===== config.mk =====
export PLATFORM = sky130hd
export DESIGN_NAME = mem_stage_ctrl
export DESIGN_NICKNAME = d
export VERILOG_FILES = /design/src/rtl/lc3b_types.sv /design/src/rtl/mem_load_fmt.sv /design/src/rtl/mem_stage_ctrl.sv
export SDC_FILE = /design/constraint.sdc
export NUM_CORES = 1
export LEC_CHECK = 0
export CORE_MARGIN = 2
export CORE_UTILIZATION = 40
export DETAILED_ROUTE_END_ITERATION = 10
export PLACE_DENSITY_LB_ADDON = 0.1
export SKIP_LAST_GASP = 1
export SLEW_MARGIN = 20
export SYNTH_ARGS = -nofsm -noshare
export SYNTH_HDL_FRONTEND = slang
export SYNTH_SLANG_ARGS = --single-unit

===== constraint.sdc =====
create_clock -name clk -period 3.15 [get_ports clk]
set_input_delay 0.945 -clock clk [delete_from_list [all_inputs] [get_ports clk]]
set_output_delay 0.945 -clock clk [all_outputs]
set_load 0.03 [all_outputs]

===== src/rtl/lc3b_types.sv =====
// ----------------------------------------------------------------------------
// lc3b_types
//   Shared LC-3b types for the pipeline: word/byte types, the opcode encoding,
//   the control word carried through EX/MEM, the MEM-stage controller state
//   encoding and the byte-select helper used for LDB formatting.
// ----------------------------------------------------------------------------
package lc3b_types;

    typedef logic [15:0] lc3b_word;
    typedef logic [7:0]  lc3b_byte;

    // Byte-enable value that selects both lanes of a word access.
    localparam logic [1:0] BE_ALL = 2'b11;

    typedef enum logic [3:0] {
        op_br   = 4'b0000,
        op_add  = 4'b0001,
        op_ldb  = 4'b0010,
        op_stb  = 4'b0011,
        op_jsr  = 4'b0100,
        op_and  = 4'b0101,
        op_ldr  = 4'b0110,
        op_str  = 4'b0111,
        op_rti  = 4'b1000,
        op_not  = 4'b1001,
        op_ldi  = 4'b1010,
        op_sti  = 4'b1011,
        op_jmp  = 4'b1100,
        op_shf  = 4'b1101,
        op_lea  = 4'b1110,
        op_trap = 4'b1111
    } lc3b_opcode;

    typedef struct packed {
        lc3b_opcode opcode;
        logic       mem_read;
        logic       mem_write;
    } lc3b_control_word;

    typedef enum logic [2:0] {
        IDLE = 3'd0,
        ACC  = 3'd1,
        PTR  = 3'd2,
        IND  = 3'd3,
        DONE = 3'd4
    } mem_state_t;

    // Pick the high byte for odd addresses, the low byte for even ones.
    function automatic lc3b_byte lc3b_byte_sel(input lc3b_word word, input logic odd);
        lc3b_byte sel;
        if (odd) begin
            sel = word[15:8];
        end else begin
            sel = word[7:0];
        end
        return sel;
    endfunction

endpackage


===== src/rtl/mem_load_fmt.sv =====
// ----------------------------------------------------------------------------
// mem_load_fmt
//   Combinational load-data formatter for the MEM stage.
//   Ports:
//     rdata     in  word   raw cache read data
//     byte_load in  1      1 = LDB (select one byte and zero-extend)
//     odd       in  1      address bit 0, selects the high byte when set
//     fmt_data  out word   formatted load result
// ----------------------------------------------------------------------------
module mem_load_fmt
    import lc3b_types::*;
(
    input  lc3b_word rdata,
    input  logic     byte_load,
    input  logic     odd,
    output lc3b_word fmt_data
);

    // Byte loads are zero-extended; word loads pass through untouched.
    always_comb begin
        fmt_data = rdata;
        if (byte_load) begin
            fmt_data = {8'h00, lc3b_byte_sel(rdata, odd)};
        end else begin
            fmt_data = rdata;
        end
    end

endmodule


===== src/rtl/mem_stage_ctrl.sv =====
// ----------------------------------------------------------------------------
// mem_stage_ctrl
//   MEM-stage controller behind the EX/MEM register. Runs the data-cache
//   request/response handshake for LDR/LDB/STR/STB (one access) and LDI/STI
//   (pointer read, then indirect access), stalls the pipeline until the last
//   access completes, and registers formatted load data for MEM/WB.
//   Non-memory ops pass through without stalling.
//
//   Optional feature: define MEM_PERF_CNT_EN to add the saturating
//   stall_cycles counter port (parameter PCNT_W sets its width).
//
//   Ports:
//     clk, reset_n                clock, async active-low reset
//     cw_in, addr_in, wdata_in,   op from EX/MEM (control word, effective
//     be_in                       address, store data, byte enables)
//     flush                       squash the op currently in MEM
//     dcache_resp, dcache_rdata   cache completion and read data
//     dcache_read/write/address/  cache request, held until response
//     wdata/byte_en
//     stall_mem                   freeze IF..EX/MEM
//     mem_rdata_out               registered formatted load data
//     mem_done                    one-cycle pulse when a memory op retires
//     stall_cycles                (MEM_PERF_CNT_EN) stall cycle count
// ----------------------------------------------------------------------------
module mem_stage_ctrl
    import lc3b_types::*;
#(
    parameter int WORD_W = 16
`ifdef MEM_PERF_CNT_EN
    , parameter int PCNT_W = 16
`endif
) (
    input  logic              clk,
    input  logic              reset_n,
    input  lc3b_control_word  cw_in,
    input  logic [WORD_W-1:0] addr_in,
    input  logic [WORD_W-1:0] wdata_in,
    input  logic [1:0]        be_in,
    input  logic              flush,
    input  logic              dcache_resp,
    input  logic [WORD_W-1:0] dcache_rdata,
    output logic              dcache_read,
    output logic              dcache_write,
    output logic [WORD_W-1:0] dcache_address,
    output logic [WORD_W-1:0] dcache_wdata,
    output logic [1:0]        dcache_byte_en,
    output logic              stall_mem,
    output logic [WORD_W-1:0] mem_rdata_out,
    output logic              mem_done
`ifdef MEM_PERF_CNT_EN
    , output logic [PCNT_W-1:0] stall_cycles
`endif
);

    mem_state_t state_q, state_d;
    mem_state_t phase_s;

    // Request captured while idle so it cannot drift during the wait.
    lc3b_opcode        op_q, op_d;
    logic              rd_q, rd_d;
    logic              wr_q, wr_d;
    logic [WORD_W-1:0] addr_q, addr_d;
    logic [WORD_W-1:0] wdata_q, wdata_d;
    logic [1:0]        be_q, be_d;

    logic [WORD_W-1:0] ptr_q, ptr_d;
    logic              flushed_q, flushed_d;
    logic [WORD_W-1:0] rdata_q, rdata_d;
    logic              done_q, done_d;

    lc3b_opcode        src_op_s;
    logic              src_rd_s;
    logic              src_wr_s;
    logic [WORD_W-1:0] src_addr_s;
    logic [WORD_W-1:0] src_wdata_s;
    logic [1:0]        src_be_s;

    logic              mem_op_s;
    logic              issue_s;
    logic              ind_op_s;
    logic              busy_s;
    logic              flush_eff_s;
    lc3b_word          fmt_s;

    logic              req_rd_s;
    logic              req_wr_s;
    logic [WORD_W-1:0] req_addr_s;
    logic [WORD_W-1:0] req_wdata_s;
    logic [1:0]        req_be_s;

    // Idle uses the live EX/MEM fields (request goes out the same cycle);
    // once busy, the captured copy drives everything.
    always_comb begin
        src_op_s    = op_q;
        src_rd_s    = rd_q;
        src_wr_s    = wr_q;
        src_addr_s  = addr_q;
        src_wdata_s = wdata_q;
        src_be_s    = be_q;
        if (state_q == IDLE) begin
            src_op_s    = cw_in.opcode;
            src_rd_s    = cw_in.mem_read;
            src_wr_s    = cw_in.mem_write;
            src_addr_s  = addr_in;
            src_wdata_s = wdata_in;
            src_be_s    = be_in;
        end else begin
            src_op_s    = op_q;
            src_rd_s    = rd_q;
            src_wr_s    = wr_q;
            src_addr_s  = addr_q;
            src_wdata_s = wdata_q;
            src_be_s    = be_q;
        end
    end

    assign op_d    = src_op_s;
    assign rd_d    = src_rd_s;
    assign wr_d    = src_wr_s;
    assign addr_d  = src_addr_s;
    assign wdata_d = src_wdata_s;
    assign be_d    = src_be_s;

    assign mem_op_s    = cw_in.mem_read | cw_in.mem_write;
    assign issue_s     = (state_q == IDLE) & mem_op_s & ~flush;
    assign ind_op_s    = (src_op_s == op_ldi) | (src_op_s == op_sti);
    assign busy_s      = (state_q == ACC) | (state_q == PTR) | (state_q == IND);
    assign flush_eff_s = flushed_q | flush;

    // Effective phase: an op issuing from IDLE already behaves as its first
    // access state, which lets a 0-wait response be consumed this cycle.
    always_comb begin
        phase_s = state_q;
        if (issue_s) begin
            phase_s = ind_op_s ? PTR : ACC;
        end else begin
            phase_s = state_q;
        end
    end

    mem_load_fmt u_load_fmt (
        .rdata     (dcache_rdata),
        .byte_load (src_op_s == op_ldb),
        .odd       (src_addr_s[0]),
        .fmt_data  (fmt_s)
    );

    // Cache request for the current phase; idle and DONE drive nothing.
    always_comb begin
        req_rd_s    = 1'b0;
        req_wr_s    = 1'b0;
        req_addr_s  = '0;
        req_wdata_s = '0;
        req_be_s    = BE_ALL;
        case (phase_s)
            ACC: begin
                req_rd_s    = src_rd_s;
                req_wr_s    = src_wr_s;
                req_addr_s  = src_addr_s;
                req_wdata_s = src_wdata_s;
                req_be_s    = src_be_s;
            end
            PTR: begin
                // STI arrives flagged as a read: its first access is the pointer fetch.
                req_rd_s    = 1'b1;
                req_addr_s  = src_addr_s;
            end
            IND: begin
                req_rd_s    = (src_op_s == op_ldi);
                req_wr_s    = (src_op_s == op_sti);
                req_addr_s  = ptr_q;
                req_wdata_s = src_wdata_s;
            end
            default: begin
                req_rd_s    = 1'b0;
                req_wr_s    = 1'b0;
            end
        endcase
    end

    // Next-state, pointer capture, load-data update and retire pulse.
    always_comb begin
        state_d   = state_q;
        ptr_d     = ptr_q;
        flushed_d = flushed_q;
        rdata_d   = rdata_q;
        done_d    = 1'b0;
        case (phase_s)
            IDLE: begin
                state_d   = IDLE;
                flushed_d = 1'b0;
            end
            ACC: begin
                flushed_d = flush_eff_s;
                if (dcache_resp) begin
                    state_d = DONE;
                    done_d  = ~flush_eff_s;
                    if (src_rd_s && !flush_eff_s) begin
                        rdata_d = fmt_s;
                    end else begin
                        rdata_d = rdata_q;
                    end
                end else begin
                    state_d = ACC;
                end
            end
            PTR: begin
                flushed_d = flush_eff_s;
                if (dcache_resp) begin
                    ptr_d = dcache_rdata;
                    // A squashed STI must not perform its write.
                    if ((src_op_s == op_sti) && flush_eff_s) begin
                        state_d = DONE;
                    end else begin
                        state_d = IND;
                    end
                end else begin
                    state_d = PTR;
                end
            end
            IND: begin
                flushed_d = flush_eff_s;
                if (dcache_resp) begin
                    state_d = DONE;
                    done_d  = ~flush_eff_s;
                    if ((src_op_s == op_ldi) && !flush_eff_s) begin
                        rdata_d = dcache_rdata;
                    end else begin
                        rdata_d = rdata_q;
                    end
                end else begin
                    state_d = IND;
                end
            end
            DONE: begin
                state_d   = IDLE;
                flushed_d = 1'b0;
            end
            default: begin
                state_d   = IDLE;
                flushed_d = 1'b0;
            end
        endcase
    end

    // State and datapath registers.
    always_ff @(posedge clk or negedge reset_n) begin
        if (!reset_n) begin
            state_q   <= IDLE;
            op_q      <= op_br;
            rd_q      <= 1'b0;
            wr_q      <= 1'b0;
            addr_q    <= '0;
            wdata_q   <= '0;
            be_q      <= BE_ALL;
            ptr_q     <= '0;
            flushed_q <= 1'b0;
            rdata_q   <= '0;
            done_q    <= 1'b0;
        end else begin
            state_q   <= state_d;
            op_q      <= op_d;
            rd_q      <= rd_d;
            wr_q      <= wr_d;
            addr_q    <= addr_d;
            wdata_q   <= wdata_d;
            be_q      <= be_d;
            ptr_q     <= ptr_d;
            flushed_q <= flushed_d;
            rdata_q   <= rdata_d;
            done_q    <= done_d;
        end
    end

    // Outputs; while reset is held any in-flight request is dropped at once,
    // even if EX/MEM still presents a memory op.
    always_comb begin
        dcache_read    = 1'b0;
        dcache_write   = 1'b0;
        dcache_address = '0;
        dcache_wdata   = '0;
        dcache_byte_en = BE_ALL;
        stall_mem      = 1'b0;
        if (!reset_n) begin
            dcache_read    = 1'b0;
            dcache_write   = 1'b0;
            dcache_address = '0;
            dcache_wdata   = '0;
            dcache_byte_en = BE_ALL;
            stall_mem      = 1'b0;
        end else begin
            dcache_read    = req_rd_s;
            dcache_write   = req_wr_s;
            dcache_address = req_addr_s;
            dcache_wdata   = req_wdata_s;
            dcache_byte_en = req_be_s;
            stall_mem      = issue_s | busy_s;
        end
    end

    assign mem_rdata_out = rdata_q;
    assign mem_done      = done_q;

`ifdef MEM_PERF_CNT_EN
    logic [PCNT_W-1:0] stall_cycles_q, stall_cycles_d;

    // Saturating count of stalled cycles.
    always_comb begin
        stall_cycles_d = stall_cycles_q;
        if (stall_mem && (stall_cycles_q != {PCNT_W{1'b1}})) begin
            stall_cycles_d = stall_cycles_q + {{(PCNT_W-1){1'b0}}, 1'b1};
        end else begin
            stall_cycles_d = stall_cycles_q;
        end
    end

    // Counter register, cleared only by reset.
    always_ff @(posedge clk or negedge reset_n) begin
        if (!reset_n) begin
            stall_cycles_q <= '0;
        end else begin
            stall_cycles_q <= stall_cycles_d;
        end
    end

    assign stall_cycles = stall_cycles_q;
`endif

endmodule


run_1/util_map.png
Bar = 20 um. The die is cut into 10 by 10 equal tiles; dark blue is low, red is high, 0 to 100% covered.
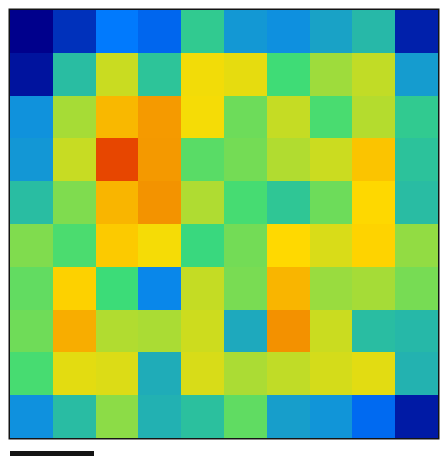
fullest tile: 92%
emptiest ninth of the die: upper left
mean over tiles: 55%
nearly empty tiles: 1.0%
tiles over 75% full: 15%

run_1/congestion_map.png
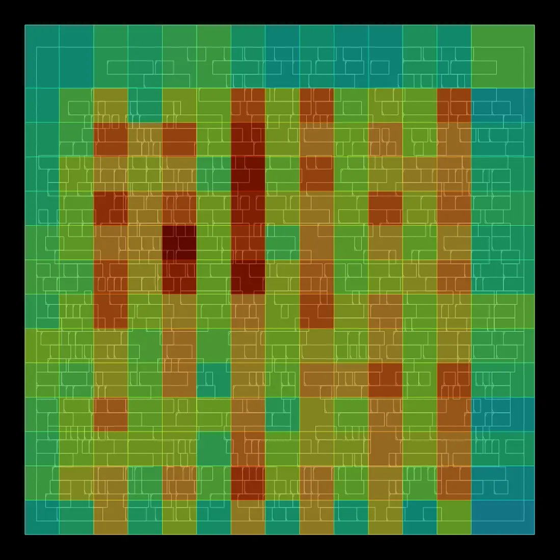
GRT Util Overall: 20.02%
met3 GRT Util: 3.352%

==> results.json, run 1 <==
{
  "ff_count": 77,
  "fmax_mhz": 311.9,
  "finalSetupViolations": 19,
  "seq_area_share_pct": 32.82,
  "syn_to_final_growth_pct": 51.83,
  "ys_seq_share_pct": 49.82,
  "hold_viol": 0,
  "wl_met3_um": 447,
  "crit_required_ns": 2.20,
  "die_w_um": 102.4,
  "fin_setup_tns_ns": -0.3785,
  "power_mw": 4.814,
  "layout.cells.most_common": "nand2_1",
  "die_y_um": 102.4,
  "busiest_layer": "met2",
  "core_area_sq_mm": 0.009328,
  "buffer_area_share_pct": 26.30,
  "comb_share_pct": 35.05,
  "warning_count": 29,
  "p_leak_nw": 2.681,
  "switching_share_pct": 40.58,
  "worst_clock_skew_ns": 0.009551,
  "n_all_buffers": 153,
  "status": "complete, but fails checks",
  "wl_met2_um": 5236,
  "pg_comb_mw": 2.49,
  "async_reset_ff_share_pct": 100.0,
  "fin_crit_sh_pct": 101.8,
  "cap_violations": 0,
  "worst-r2r-setup-slack_ns": 1.16,
  "rr_worst_depth": 8,
  "aoi_share_pct": 11.66,
  "path_clk_slew_ns": 0.07,
  "p_sw_mw": 1.954,
  "drc": 0,
  "yosysTopAreaCellShare_pct": 48.47,
  "fin_ws_ns": -0.05637,
  "clock_path_buffers": 2,
  "violations": "setup timing",
  "dp_slack_ns": -0.4599,
  "synthCells": 410,
  "num-multi-input-gates": 304,
  "area_leaders": "dfrtp_1 48%, nand2_1 14%, a21boi_1 3.3%",
  "yosys_cells": 410,
  "met1_length_um": 4573,
  "cp-endpoint": "dcache_wdata[4]",
  "die_area_sq_mm": 0.01048,
  "post_synth_num_cell_types": 52,
  "gp_congestion": 0.8182,
  "placed_area_sq_mm": 0.005438,
  "cts_tree": "done"
}
run_1/m1.png
Cells faint in the background.
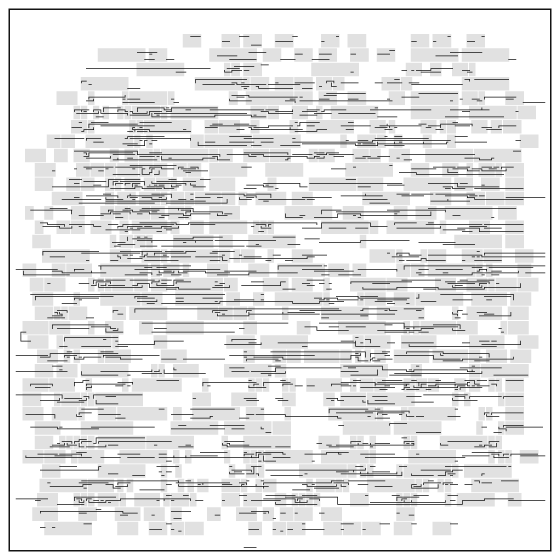
nets with wire on the layer: 509
main direction: horizontal
longest straight run: 38.6 um
share of all routed wire: 44%
wire length on this layer: 4570 um

--- run 2 (diff from run 1) ---
--- a/config.mk
+++ b/config.mk
@@ -8,7 +8,7 @@
 export CORE_MARGIN = 2
 export CORE_UTILIZATION = 40
 export DETAILED_ROUTE_END_ITERATION = 10
-export PLACE_DENSITY_LB_ADDON = 0.1
+export PLACE_DENSITY = 0.69
 export SKIP_LAST_GASP = 1
 export SLEW_MARGIN = 20
 export SYNTH_ARGS = -nofsm -noshare
run_2/util_map.png
Bar = 20 um. The die is cut into 10 by 10 equal tiles; dark blue is low, red is high, 0 to 100% covered.
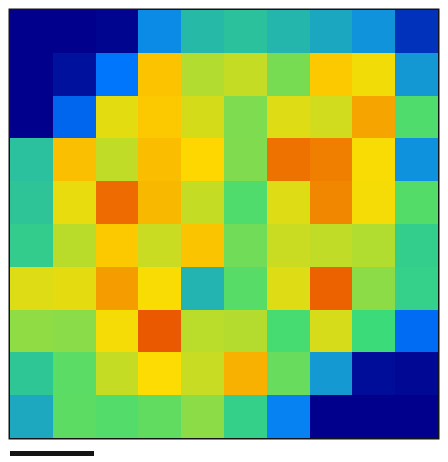
emptiest ninth of the die: upper left
mean over tiles: 54%
nearly empty tiles: 9.0%
tiles over 75% full: 18%
fullest tile: 90%

run_2/congestion_map.png
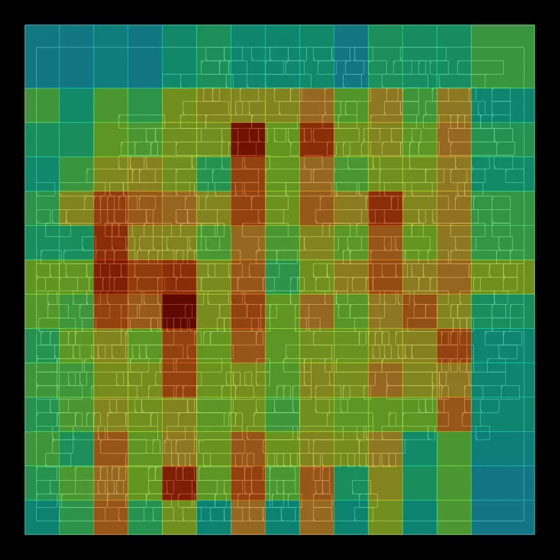
GRT Util Overall: 20.45%
WL/cell: 15.06 um
met1 usage: 26.90%

run_2/m1.png
Cells faint in the background.
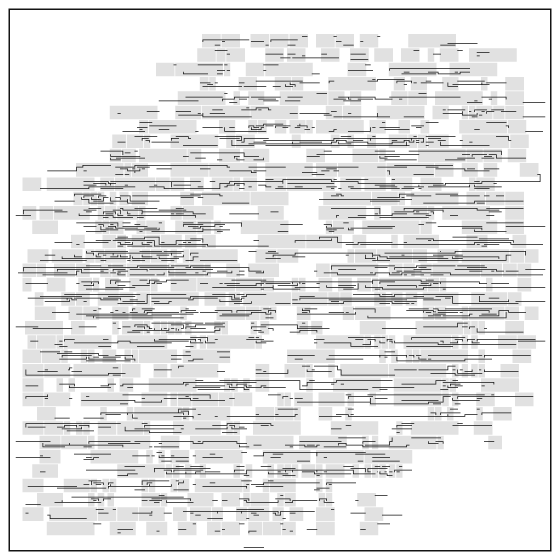
main direction: horizontal
longest straight run: 27.1 um
nets with wire on the layer: 517
share of all routed wire: 45%
wire length on this layer: 4600 um

==> run 2 against run 1 <==
  * The flow still finishes with violations (setup timing)
  * Synthesized cell count unchanged
  * Wire length down 1.3%
  * Combinational power down 3%
  * Non-clock buffer count down 7
  * Clock skew down 0.0016 ns
  * Total power up 1.7%
  * Largest cell class unchanged
==> results.json, run 2 <==
{
  "layout.cells.most_common": "nand2_1",
  "pg_comb_mw": 2.41,
  "aoi_share_pct": 11.66,
  "comb_share_pct": 35.26,
  "rows": 35,
  "io_pins": 114,
  "die_y_um": 102.4,
  "power-top-group": "combinational logic",
  "grt_use_met3_pct": 4.104,
  "hold_viol": 0,
  "antenna_cells": 0,
  "synthTopLogicFamily": "simple AND/OR/NAND/NOR gates",
  "gp_congestion": 0.9033,
  "async_reset_ff_share_pct": 100.0,
  "utilization_pct": 62.09,
  "comb_power_share_pct": 49.1,
  "area_dominant_class": "multi-input combinational cells",
  "hold_buffers": 0,
  "power_mw": 4.898,
  "r2r-start": "state_q[2]",
  "crit_slowest_cell": "or3b_4",
  "ff_count": 77,
  "min_delay_path_depth": 2,
  "dp_slack_ns": -0.4383,
  "cp-endpoint": "dcache_wdata[1]",
  "path_clk_slew_ns": 0.07,
  "rr_worst_depth": 9,
  "h-tree-depth": 3,
  "synthCells": 410,
  "nFillCells": 779,
  "fin_setup_tns_ns": -0.3350,
  "met1_length_um": 4601,
  "crit_required_ns": 2.20,
  "yosysChipArea_sq_mm": 0.003872,
  "placed_area_sq_mm": 0.005415,
  "cap_violations": 0,
  "via_per_inst": 5.047,
  "seq_area_share_pct": 33.31,
  "ys_ff": 77,
  "warning_count": 29,
  "buffer_area_share_pct": 24.67,
  "post_synth_num_cell_types": 52,
  "violations": "setup timing",
  "stdcell_count": 676,
  "status": "complete, but fails checks",
  "busiest_layer": "met2",
  "syn_to_final_growth_pct": 49.56,
  "fin_crit_sh_pct": 101.5,
  "fmax_mhz": 312.9,
  "worst-r2r-setup-slack_ns": 1.13,
  "yosys_cells": 410,
  "p_leak_nw": 2.646,
  "crit_chain": "buf_6 -> o21ba_4 -> a31oi_4 -> or3b_4 -> buf_12 -> nor2b_1 -> buf_4",
  "area_leaders": "dfrtp_1 48%, nand2_1 14%, a21boi_1 3.3%",
  "yosysTopAreaCellShare_pct": 48.47,
  "switching_share_pct": 39.69,
  "drc": 0,
  "ys_seq_share_pct": 49.82,
  "clock_path_buffers": 2,
  "power_density_mw_per_mm2": 845.7,
  "num-multi-input-gates": 304,
  "core_area_sq_mm": 0.009328,
  "wl_met2_um": 4940,
  "cts_tree": "done",
  "worst_clock_skew_ns": 0.007970,
  "finalSetupViolations": 24,
  "n_all_buffers": 146,
  "wl_met3_um": 518,
  "drtPass1Iterations": 4,
  "numPlacedInstances": 655,
  "die_area_sq_mm": 0.01048,
  "dp_hpwl_um": 7495,
  "pg_clk_mw": 0.811,
  "die_w_um": 102.4,
  "ant_nets": 0,
  "fin_ws_ns": -0.04634,
  "post-route-min-period_ns": 3.196,
  "path_max_fanout": 8,
  "p_sw_mw": 1.944
}
Power and IR drop assume default switching activity.
